[config.mk]
export PLATFORM = sky130hd
export DESIGN_NAME = seq_mult_bcd_display
export DESIGN_NICKNAME = d
export VERILOG_FILES = /design/src/rtl/seq_mult_bcd_display.sv
export SDC_FILE = /design/constraint.sdc
export NUM_CORES = 1
export LEC_CHECK = 0
export CAP_MARGIN = 30
export CORE_MARGIN = 5
export CORE_UTILIZATION = 45
export DETAILED_ROUTE_END_ITERATION = 7
export GPL_TIMING_DRIVEN = 1
export PLACE_DENSITY = 0.66
export SYNTH_ARGS = -nofsm -noshare
export SYNTH_HDL_FRONTEND = slang
export SYNTH_SLANG_ARGS = --single-unit
[constraint.sdc]
create_clock -name clk -period 6.35 [get_ports clk]
set_input_delay 1.27 -clock clk [delete_from_list [all_inputs] [get_ports clk]]
set_output_delay 1.27 -clock clk [all_outputs]
set_load 0.05 [all_outputs]
[src/rtl/seq_mult_bcd_display.sv]
// Sequential shift-add multiplier with double-dabble binary-to-BCD
// conversion and active-low seven-segment output encoding.
// The operation runs as: capture -> WIDTH shift-add cycles -> one load cycle
// -> 2*WIDTH double-dabble cycles -> one-cycle DONE. That gives done in the
// cycle after edge 3*WIDTH+1 when start is sampled at edge 0.
module seq_mult_bcd_display #(
  parameter int WIDTH    = 4,
  parameter int DIGITS   = 3,
  parameter int BLANK_LZ = 0
) (
  input  logic                  clk,
  input  logic                  rst,
  input  logic                  start,
  input  logic [WIDTH-1:0]      A,
  input  logic [WIDTH-1:0]      B,
  output logic                  busy,
  output logic                  done,
  output logic [2*WIDTH-1:0]    product,
  output logic [7*DIGITS-1:0]   seg
);

  localparam int PW = 2 * WIDTH;
  localparam int BW = 4 * DIGITS;
  localparam int SW = 7 * DIGITS;
  localparam int CW = $clog2(PW + 1);

  typedef enum logic [1:0] {
    IDLE = 2'd0,
    MUL  = 2'd1,
    BCD  = 2'd2,
    DONE = 2'd3
  } state_t;

  state_t          state_r;
  state_t          state_s;
  logic [CW-1:0]   cnt_r;
  logic [PW-1:0]   mcand_r;
  logic [WIDTH-1:0] mplier_r;
  logic [PW-1:0]   acc_r;
  logic [PW-1:0]   bin_r;
  logic [BW-1:0]   bcd_r;
  logic [BW-1:0]   bcd_adj_s;
  logic [BW-1:0]   bcd_next_s;
  logic [PW-1:0]   bin_next_s;
  logic [SW-1:0]   seg_reset_s;
  logic            mul_last_s;
  logic            bcd_last_s;

  // Seven-segment pattern for one decimal digit, g..a, active low.
  function automatic logic [6:0] digit_seg(input logic [3:0] d);
    logic [6:0] s;
    case (d)
      4'd0:    s = 7'b1000000;
      4'd1:    s = 7'b1111001;
      4'd2:    s = 7'b0100100;
      4'd3:    s = 7'b0110000;
      4'd4:    s = 7'b0011001;
      4'd5:    s = 7'b0010010;
      4'd6:    s = 7'b0000010;
      4'd7:    s = 7'b1111000;
      4'd8:    s = 7'b0000000;
      4'd9:    s = 7'b0010000;
      default: s = 7'b1111111;
    endcase
    return s;
  endfunction

  // Double-dabble correction: add 3 to every nibble that is 5 or more.
  function automatic logic [BW-1:0] dabble_adjust(input logic [BW-1:0] v);
    logic [BW-1:0] r;
    r = v;
    for (int i = 0; i < DIGITS; i++) begin
      if (r[4*i +: 4] >= 4'd5) begin
        r[4*i +: 4] = r[4*i +: 4] + 4'd3;
      end else begin
        r[4*i +: 4] = r[4*i +: 4];
      end
    end
    return r;
  endfunction

  // Encode all BCD digits; optionally blank zeros above the leading digit.
  function automatic logic [SW-1:0] seg_encode(input logic [BW-1:0] v);
    logic [SW-1:0] s;
    logic          lead;
    s    = {SW{1'b1}};
    lead = (BLANK_LZ != 0);
    for (int i = DIGITS - 1; i >= 0; i--) begin
      if ((i > 0) && lead && (v[4*i +: 4] == 4'd0)) begin
        s[7*i +: 7] = 7'b1111111;
      end else begin
        lead        = 1'b0;
        s[7*i +: 7] = digit_seg(v[4*i +: 4]);
      end
    end
    return s;
  endfunction

  assign seg_reset_s = seg_encode({BW{1'b0}});
  assign mul_last_s  = (state_r == MUL) && (cnt_r == CW'(WIDTH - 1));
  assign bcd_last_s  = (state_r == BCD) && (cnt_r == CW'(PW));

  // One double-dabble step: correct the nibbles, then shift BCD:binary left.
  always_comb begin
    bcd_adj_s                = dabble_adjust(bcd_r);
    {bcd_next_s, bin_next_s} = {bcd_adj_s, bin_r} << 1;
  end

  // Next-state selection for the operation sequencer.
  always_comb begin
    state_s = state_r;
    case (state_r)
      IDLE: begin
        if (start) state_s = MUL;
        else       state_s = IDLE;
      end
      MUL: begin
        if (mul_last_s) state_s = BCD;
        else            state_s = MUL;
      end
      BCD: begin
        if (bcd_last_s) state_s = DONE;
        else            state_s = BCD;
      end
      DONE: begin
        if (start) state_s = MUL;
        else       state_s = IDLE;
      end
      default: state_s = IDLE;
    endcase
  end

  // State, datapath and registered outputs.
  always_ff @(posedge clk) begin
    if (rst) begin
      state_r  <= IDLE;
      cnt_r    <= {CW{1'b0}};
      mcand_r  <= {PW{1'b0}};
      mplier_r <= {WIDTH{1'b0}};
      acc_r    <= {PW{1'b0}};
      bin_r    <= {PW{1'b0}};
      bcd_r    <= {BW{1'b0}};
      busy     <= 1'b0;
      done     <= 1'b0;
      product  <= {PW{1'b0}};
      seg      <= seg_reset_s;
    end else begin
      state_r <= state_s;
      busy    <= (state_s == MUL) || (state_s == BCD);
      done    <= (state_s == DONE);
      case (state_r)
        IDLE, DONE: begin
          if (start) begin
            mcand_r  <= {{WIDTH{1'b0}}, A};
            mplier_r <= B;
            acc_r    <= {PW{1'b0}};
            cnt_r    <= {CW{1'b0}};
          end
        end
        MUL: begin
          if (mplier_r[0]) acc_r <= acc_r + mcand_r;
          mcand_r  <= mcand_r << 1;
          mplier_r <= mplier_r >> 1;
          if (mul_last_s) cnt_r <= {CW{1'b0}};
          else            cnt_r <= cnt_r + CW'(1);
        end
        BCD: begin
          // Count 0 loads the finished product; counts 1..2*WIDTH convert it.
          if (cnt_r == {CW{1'b0}}) begin
            bin_r <= acc_r;
            bcd_r <= {BW{1'b0}};
          end else begin
            bin_r <= bin_next_s;
            bcd_r <= bcd_next_s;
          end
          cnt_r <= cnt_r + CW'(1);
          if (bcd_last_s) begin
            product <= acc_r;
            seg     <= seg_encode(bcd_next_s);
          end
        end
        default: begin
          cnt_r <= {CW{1'b0}};
        end
      endcase
    end
  end

endmodule

Figure 1. Cell density map (run 1).
Drawn at 3 px/µm. 10 x 10 tiles, from white (low) to dark blue (high), 0 to 100% covered.
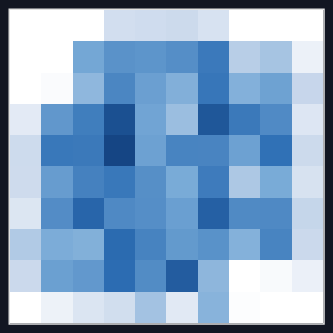
The densest ninth of the die: center. The mean over all tiles is 42%. The emptiest ninth of the die: north-west. 8.0% of the tiles are over 75% full.

Figure 2. Routing congestion (run 1).
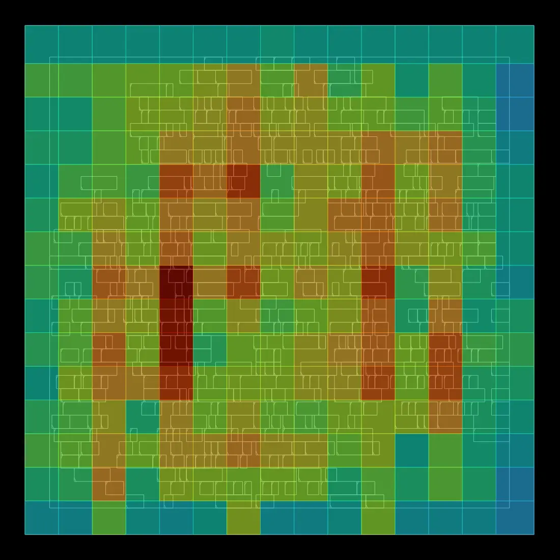
Wirelength per Cell: 14.5 µm
Core Util, Final: 0.535

==> changes_impl.md, run 1 <==
### Physical design

- Final-layout fill cell count: 825
- Flops: 77
- Fin crit period: 2920 ps
- Register area: 1540 µm²
- CP Capture Type: register
- # Cells Yosys: 480
- CP peak stage delay: 560 ps
- Gate power share: 0.161
- Vias in the first global route: 3259
- Startpoint Class: register
- Total gr overflow: 0
- Flop pwr share: 0.497
- Comb gates: 358
- Placed cell area: 4480 µm²
- EDFF count, synth: 0
- DRT Wirelength: 9030 µm
- Top cells by count: 77 x dfxtp_1, 66 x nand2_1, 54 x nor2_1
- Hold_ws: 452 ps
- Critical R2R Launch: bcd_r[8]
- YS warnings: 0
- Hold Vio Cnt, Final: 0
- NonClk Buf Share: 0.0950
- Nets: 544
- Synthesized area: 4010 µm²
- Setup WS pre-CTS: 3100 ps
- Inverters: 18
- WHS Endpoint: seg[19]
- Die Footprint: 10900 µm²
- Buf/Inv on CP: 2
- R2r worst-path depth: 10
- Post-synth cell types: 55
- Fp_density: 0.460
- Critical Path Stages: 10
- R2r endpoint: seg[20]
- Cycle use final: 0.460
- YS chip area: 4010 µm²
- Most frequent logic cell in the layout: dfxtp_1
- Number of cell rows: 34
- First-pass GRT wire length: 15600 µm
- Top-count cell post-synth: dfxtp_1
- OpenROAD warnings: 33
- Clock network fraction of design power: 0.342
- Setup TNS: 0 ps
- Power Density: 228 nW/µm²
- Iter 0 DRT Violations: 222
- Sequential logic power: 0.000528 W
- RSZ-0062 raised after global routing: false
- Avg Synthesized Cell Area: 8.35 µm²
- Synth async-reset ratio: 0
- Status: completed
- Core Box Area: 8720 µm²
Figure 3. Clock wires, drivers and flops (run 1).
Drawn at 6 px/µm.
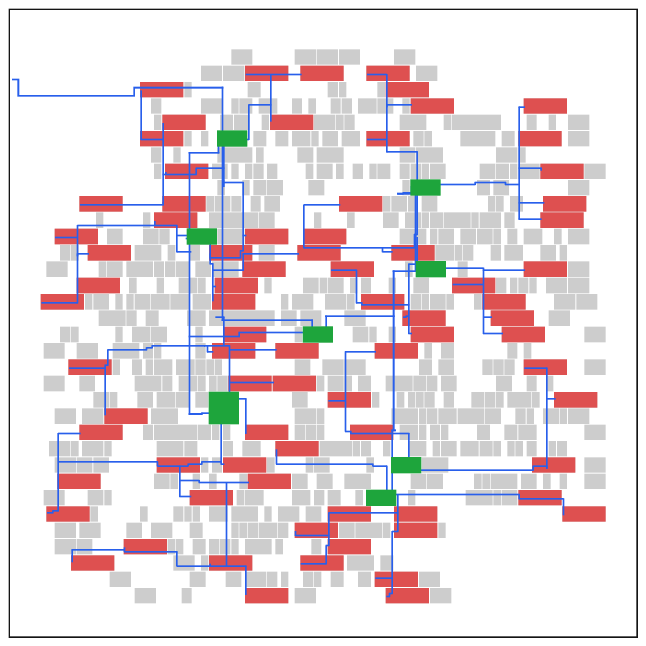
Key: clock drivers = green [count 9]; clock wires = blue [length 1060 µm]; flip-flops = red [count 77]
Position of the flops: spread over the die. There are 10 routed clock nets.

Figure 4. Routed metal, one color a layer (run 1).
Drawn at 6 px/µm. Two of the layers only.
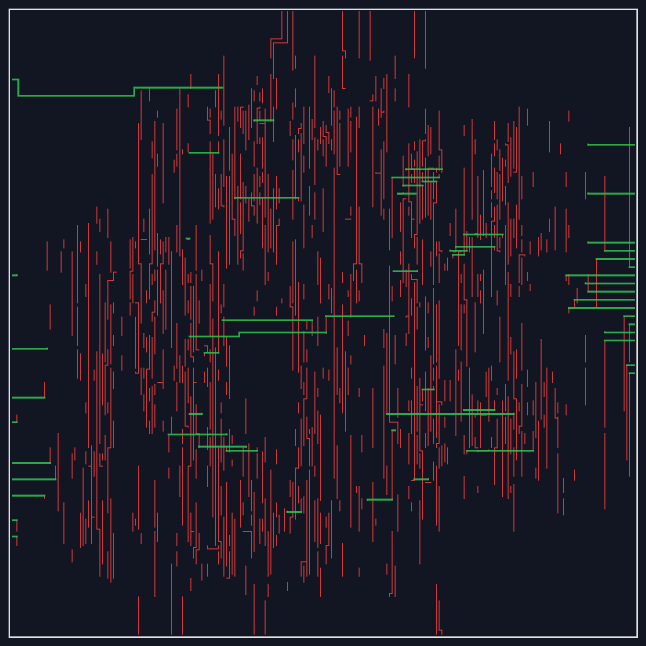
Key: metal 2 = red [wire length 4240 µm]; metal 3 = green [wire length 355 µm]

==> run 1 -> run 2 <==
Settings changed: PLACE_DENSITY 0.66 to 0.68.
Clock period 6.35 ns to 2.5 ns, I/O delays scaled along.
Figure 5. Routing congestion (run 2).
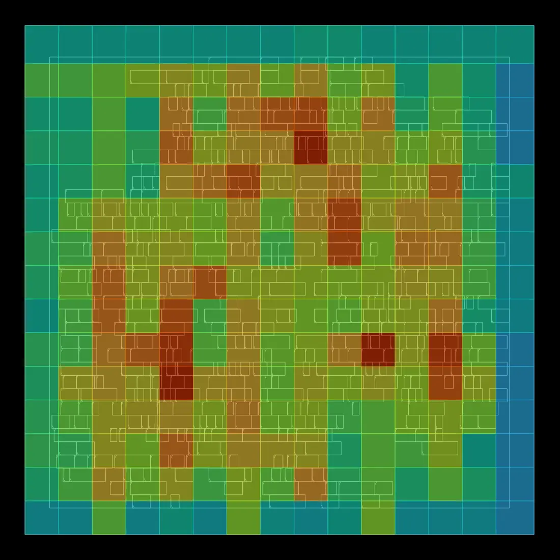
GR peak layer: met2
Tot GR Track Use: 0.173
Wirelength per Cell: 14.5 µm
GR met3 Demand/Resource: 0.0416
M1 GR Usage: 0.225

Figure 6. Clock wires, drivers and flops (run 2).
Drawn at 6 px/µm.
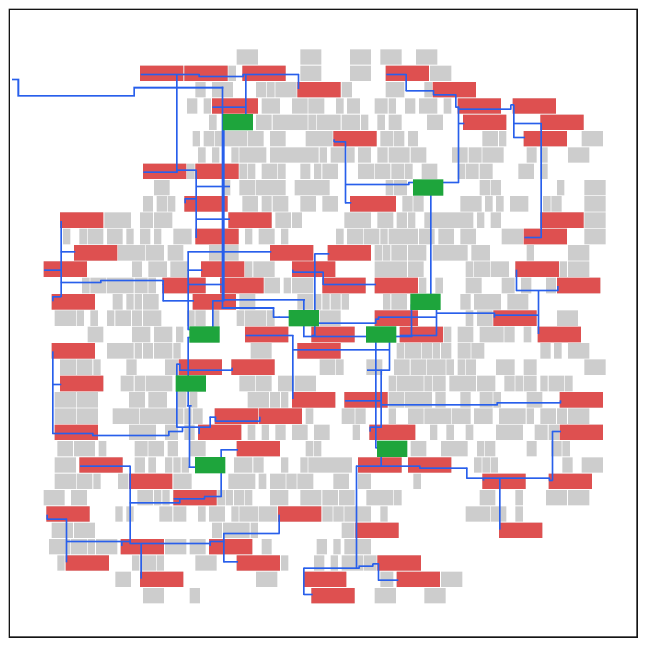
Key: clock drivers = green [count 9]; flip-flops = red [count 77]; clock wires = blue [length 1020 µm]
Position of the flops: spread over the die. There are 10 routed clock nets.

Figure 7. PDN straps and rails (run 2).
Drawn at 4 px/µm. Pins as bars on the die edge.
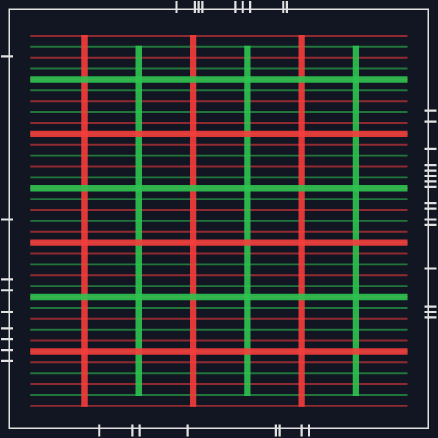
Key: VSS = red; VDD = green
6 straps on met5. 42 signal pins sit on the boundary. 6 straps on met4.

==> changes_impl.md, run 2 <==
### Physical design

- Status: completed (unchanged)
- Total gr overflow: 0 (unchanged)
- XOR Share, Synth: 0.0303 (unchanged)
- Synth async-reset ratio: 0 (unchanged)
- WHS Endpoint: seg[4] (was seg[19])
- OpenROAD warnings: 34 (was 33)
- Slowest CP cell: or4_4 (was or4_1)
- Avg Synthesized Cell Area: 8.35 µm² (unchanged)
- Buf/Inv on CP: 2 (unchanged)
- Root Driver: clkbuf_8 (unchanged)
- Core Box Area: 8720 µm² (unchanged)
- Final-layout fill cell count: 822 (was 825)
- CP Capture Type: register (unchanged)
- Fp_density: 0.460 (unchanged)
- Fin crit period: 2400 ps (was 2920 ps)
- EDFF count, synth: 0 (unchanged)
- Setup TNS: 0 ps (unchanged)
- R2r endpoint: seg[20] (unchanged)
- Tap cells: 108 (unchanged)
- Iter 0 DRT Violations: 222 (unchanged)
- Post-synth cell types: 55 (unchanged)
- Gate power share: 0.176 (was 0.161)
- CP peak stage delay: 520 ps (was 560 ps)
- Setup WS pre-CTS: -24.0 ps (was 3100 ps)
- Number of cell rows: 34 (unchanged)
- Cycle use final: 0.960 (was 0.460)
- Comb gates: 358 (unchanged)
- Critical Path Stages: 10 (unchanged)
- Core Util, Final: 0.555 (was 0.535)
- Hold Vio Cnt, Final: 0 (unchanged)
- Antenna diodes: 0 (unchanged)
- Vias in the first global route: 3401 (was 3259)
- YS warnings: 0 (unchanged)
- # Cells Yosys: 480 (unchanged)
- Critical R2R Launch: bcd_r[9] (was bcd_r[8])
- Flops: 77 (unchanged)
- Seq area share: 0.319 (was 0.330)
- Startpoint Class: register (unchanged)
- Most frequent cells in the layout: 74 x dfxtp_1, 65 x nand2_1, 53 x nor2_1 (was 77 x dfxtp_1, 66 x nand2_1, 54 x nor2_1)
- Power Density: 537 nW/µm² (was 228 nW/µm²)
- Min-Delay Startpoint: seg[4] (was seg[19])
- NonClk Buf Share: 0.122 (was 0.0950)
- Hold_ws: 450 ps (was 452 ps)
- Top-count cell post-synth: dfxtp_1 (unchanged)
- Placed cell area: 4620 µm² (was 4480 µm²)
- Port bufs: 41 (unchanged)
- Clock network fraction of design power: 0.308 (was 0.342)
- First-pass GRT wire length: 15900 µm (was 15600 µm)
- YS chip area: 4010 µm² (unchanged)
- Inverters: 18 (unchanged)
- Crit path from: bcd_r[9] (was bcd_r[8])
- Most frequent logic cell in the layout: dfxtp_1 (unchanged)
- Synthesized area: 4010 µm² (unchanged)
- Register area: 1550 µm² (was 1540 µm²)
- Nets: 563 (was 544)
- Max Clk Rate: 417 MHz (was 342 MHz)
- Sequential logic power: 0.00134 W (was 0.000528 W)
- Die Footprint: 10900 µm² (unchanged)
- Drt pass-1 iters: 4 (unchanged)
==> run 2 -> run 3 <==
Settings changed: GPL_ROUTABILITY_DRIVEN set to 0.
Figure 8. Cell density map (run 3).
Drawn at 3 px/µm. 10 x 10 tiles, from white (low) to dark blue (high), 0 to 100% covered.
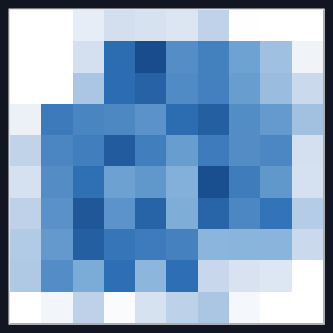
13% of the tiles are over 75% full. The emptiest ninth of the die: north-west. The densest ninth of the die: center. 13% of the tiles are nearly empty. The fullest tile reaches 89%. The mean over all tiles is 43%.

Figure 9. Routed metal, one color a layer (run 3).
Drawn at 6 px/µm. Two of the layers only.
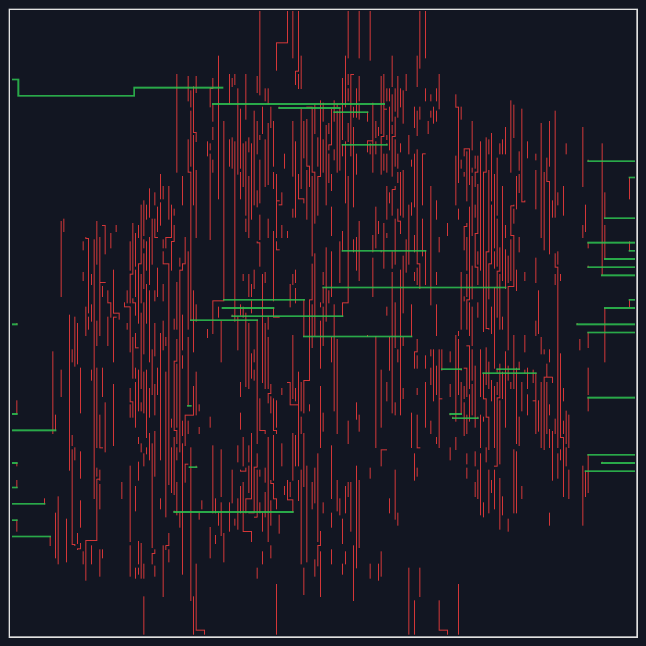
Key: metal 2 = red [wire length 4450 µm]; metal 3 = green [wire length 360 µm]

Figure 10. Clock wires, drivers and flops (run 3).
Drawn at 6 px/µm.
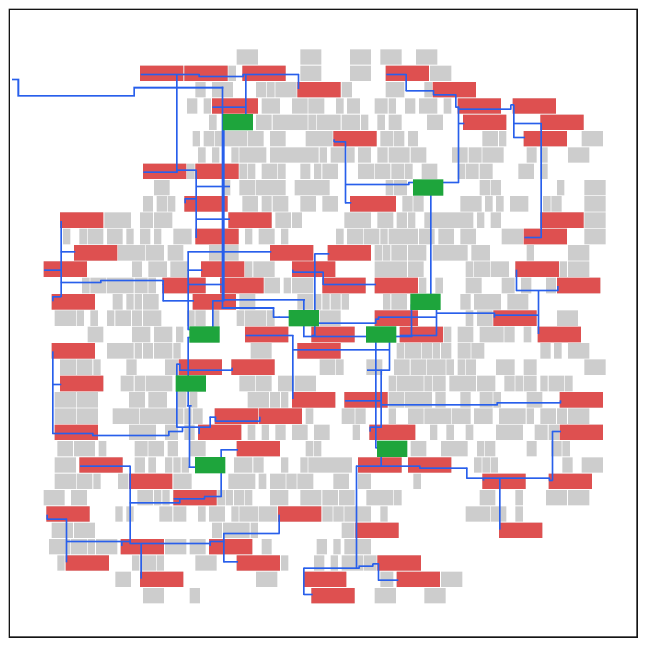
Key: flip-flops = red [count 77]; clock wires = blue [length 1020 µm]; clock drivers = green [count 9]
Position of the flops: spread over the die.

==> changes_impl.md, run 3 <==
### Physical design

- Status: completed (unchanged)
- Die Footprint: 10900 µm² (unchanged)
- Sequential logic power: 0.00134 W (about the same)
- Antenna diodes: 0 (unchanged)
- Flop pwr share: 0.516 (about the same)
- Inverters: 18 (unchanged)
- WHS Endpoint: seg[4] (unchanged)
- First-pass GRT wire length: 15900 µm (unchanged)
- M1 GR Usage: 0.225 (unchanged)
- Port bufs: 41 (unchanged)
- EDFF count, synth: 0 (unchanged)
- Clock network fraction of design power: 0.308 (about the same)
- Avg Synthesized Cell Area: 8.35 µm² (unchanged)
- Final-layout fill cell count: 822 (unchanged)
- Critical Path Stages: 10 (unchanged)
- OpenROAD warnings: 34 (unchanged)
- Core Box Area: 8720 µm² (unchanged)
- Most frequent logic cell in the layout: dfxtp_1 (unchanged)
- Synth async-reset ratio: 0 (unchanged)
- Slowest CP cell: or4_4 (unchanged)
- Comb gates: 358 (unchanged)
- GR met3 Demand/Resource: 0.0416 (unchanged)
- Startpoint Class: register (unchanged)
- NonClk Buf Share: 0.122 (unchanged)
- Buf/Inv on CP: 2 (unchanged)
- Core Util, Final: 0.555 (unchanged)
- CP Capture Type: register (unchanged)
- Iter 0 DRT Violations: 222 (unchanged)
- Register area: 1550 µm² (unchanged)
- Top-count cell post-synth: dfxtp_1 (unchanged)
- Placed cell area: 4620 µm² (unchanged)
- YS warnings: 0 (unchanged)
- Post-synth cell types: 55 (unchanged)
- Hold Vio Cnt, Final: 0 (unchanged)
- Top cells by count: 77 x dfxtp_1, 66 x nand2_1, 54 x nor2_1 (unchanged)
- Crit path from: bcd_r[9] (unchanged)
- Critical R2R Launch: bcd_r[9] (unchanged)
- Max Clk Rate: 417 MHz (unchanged)
- Flops: 77 (unchanged)
- XOR Share, Synth: 0.0303 (unchanged)
- Setup TNS: 0 ps (unchanged)
- Wirelength per Cell: 14.5 µm (unchanged)
- R2r endpoint: seg[20] (unchanged)
- Tap cells: 108 (unchanged)
- Gate power share: 0.176 (about the same)
- GR peak layer: met2 (unchanged)
- Drt pass-1 iters: 4 (unchanged)
- # Cells Yosys: 480 (unchanged)
- Setup WS pre-CTS: -24.0 ps (unchanged)
- Cycle use final: 0.960 (unchanged)
- Tot GR Track Use: 0.173 (unchanged)
- CP peak stage delay: 520 ps (about the same)
- Fin crit period: 2400 ps (unchanged)
- Seq area share: 0.319 (unchanged)
Power is estimated from default activity; no workload was simulated.
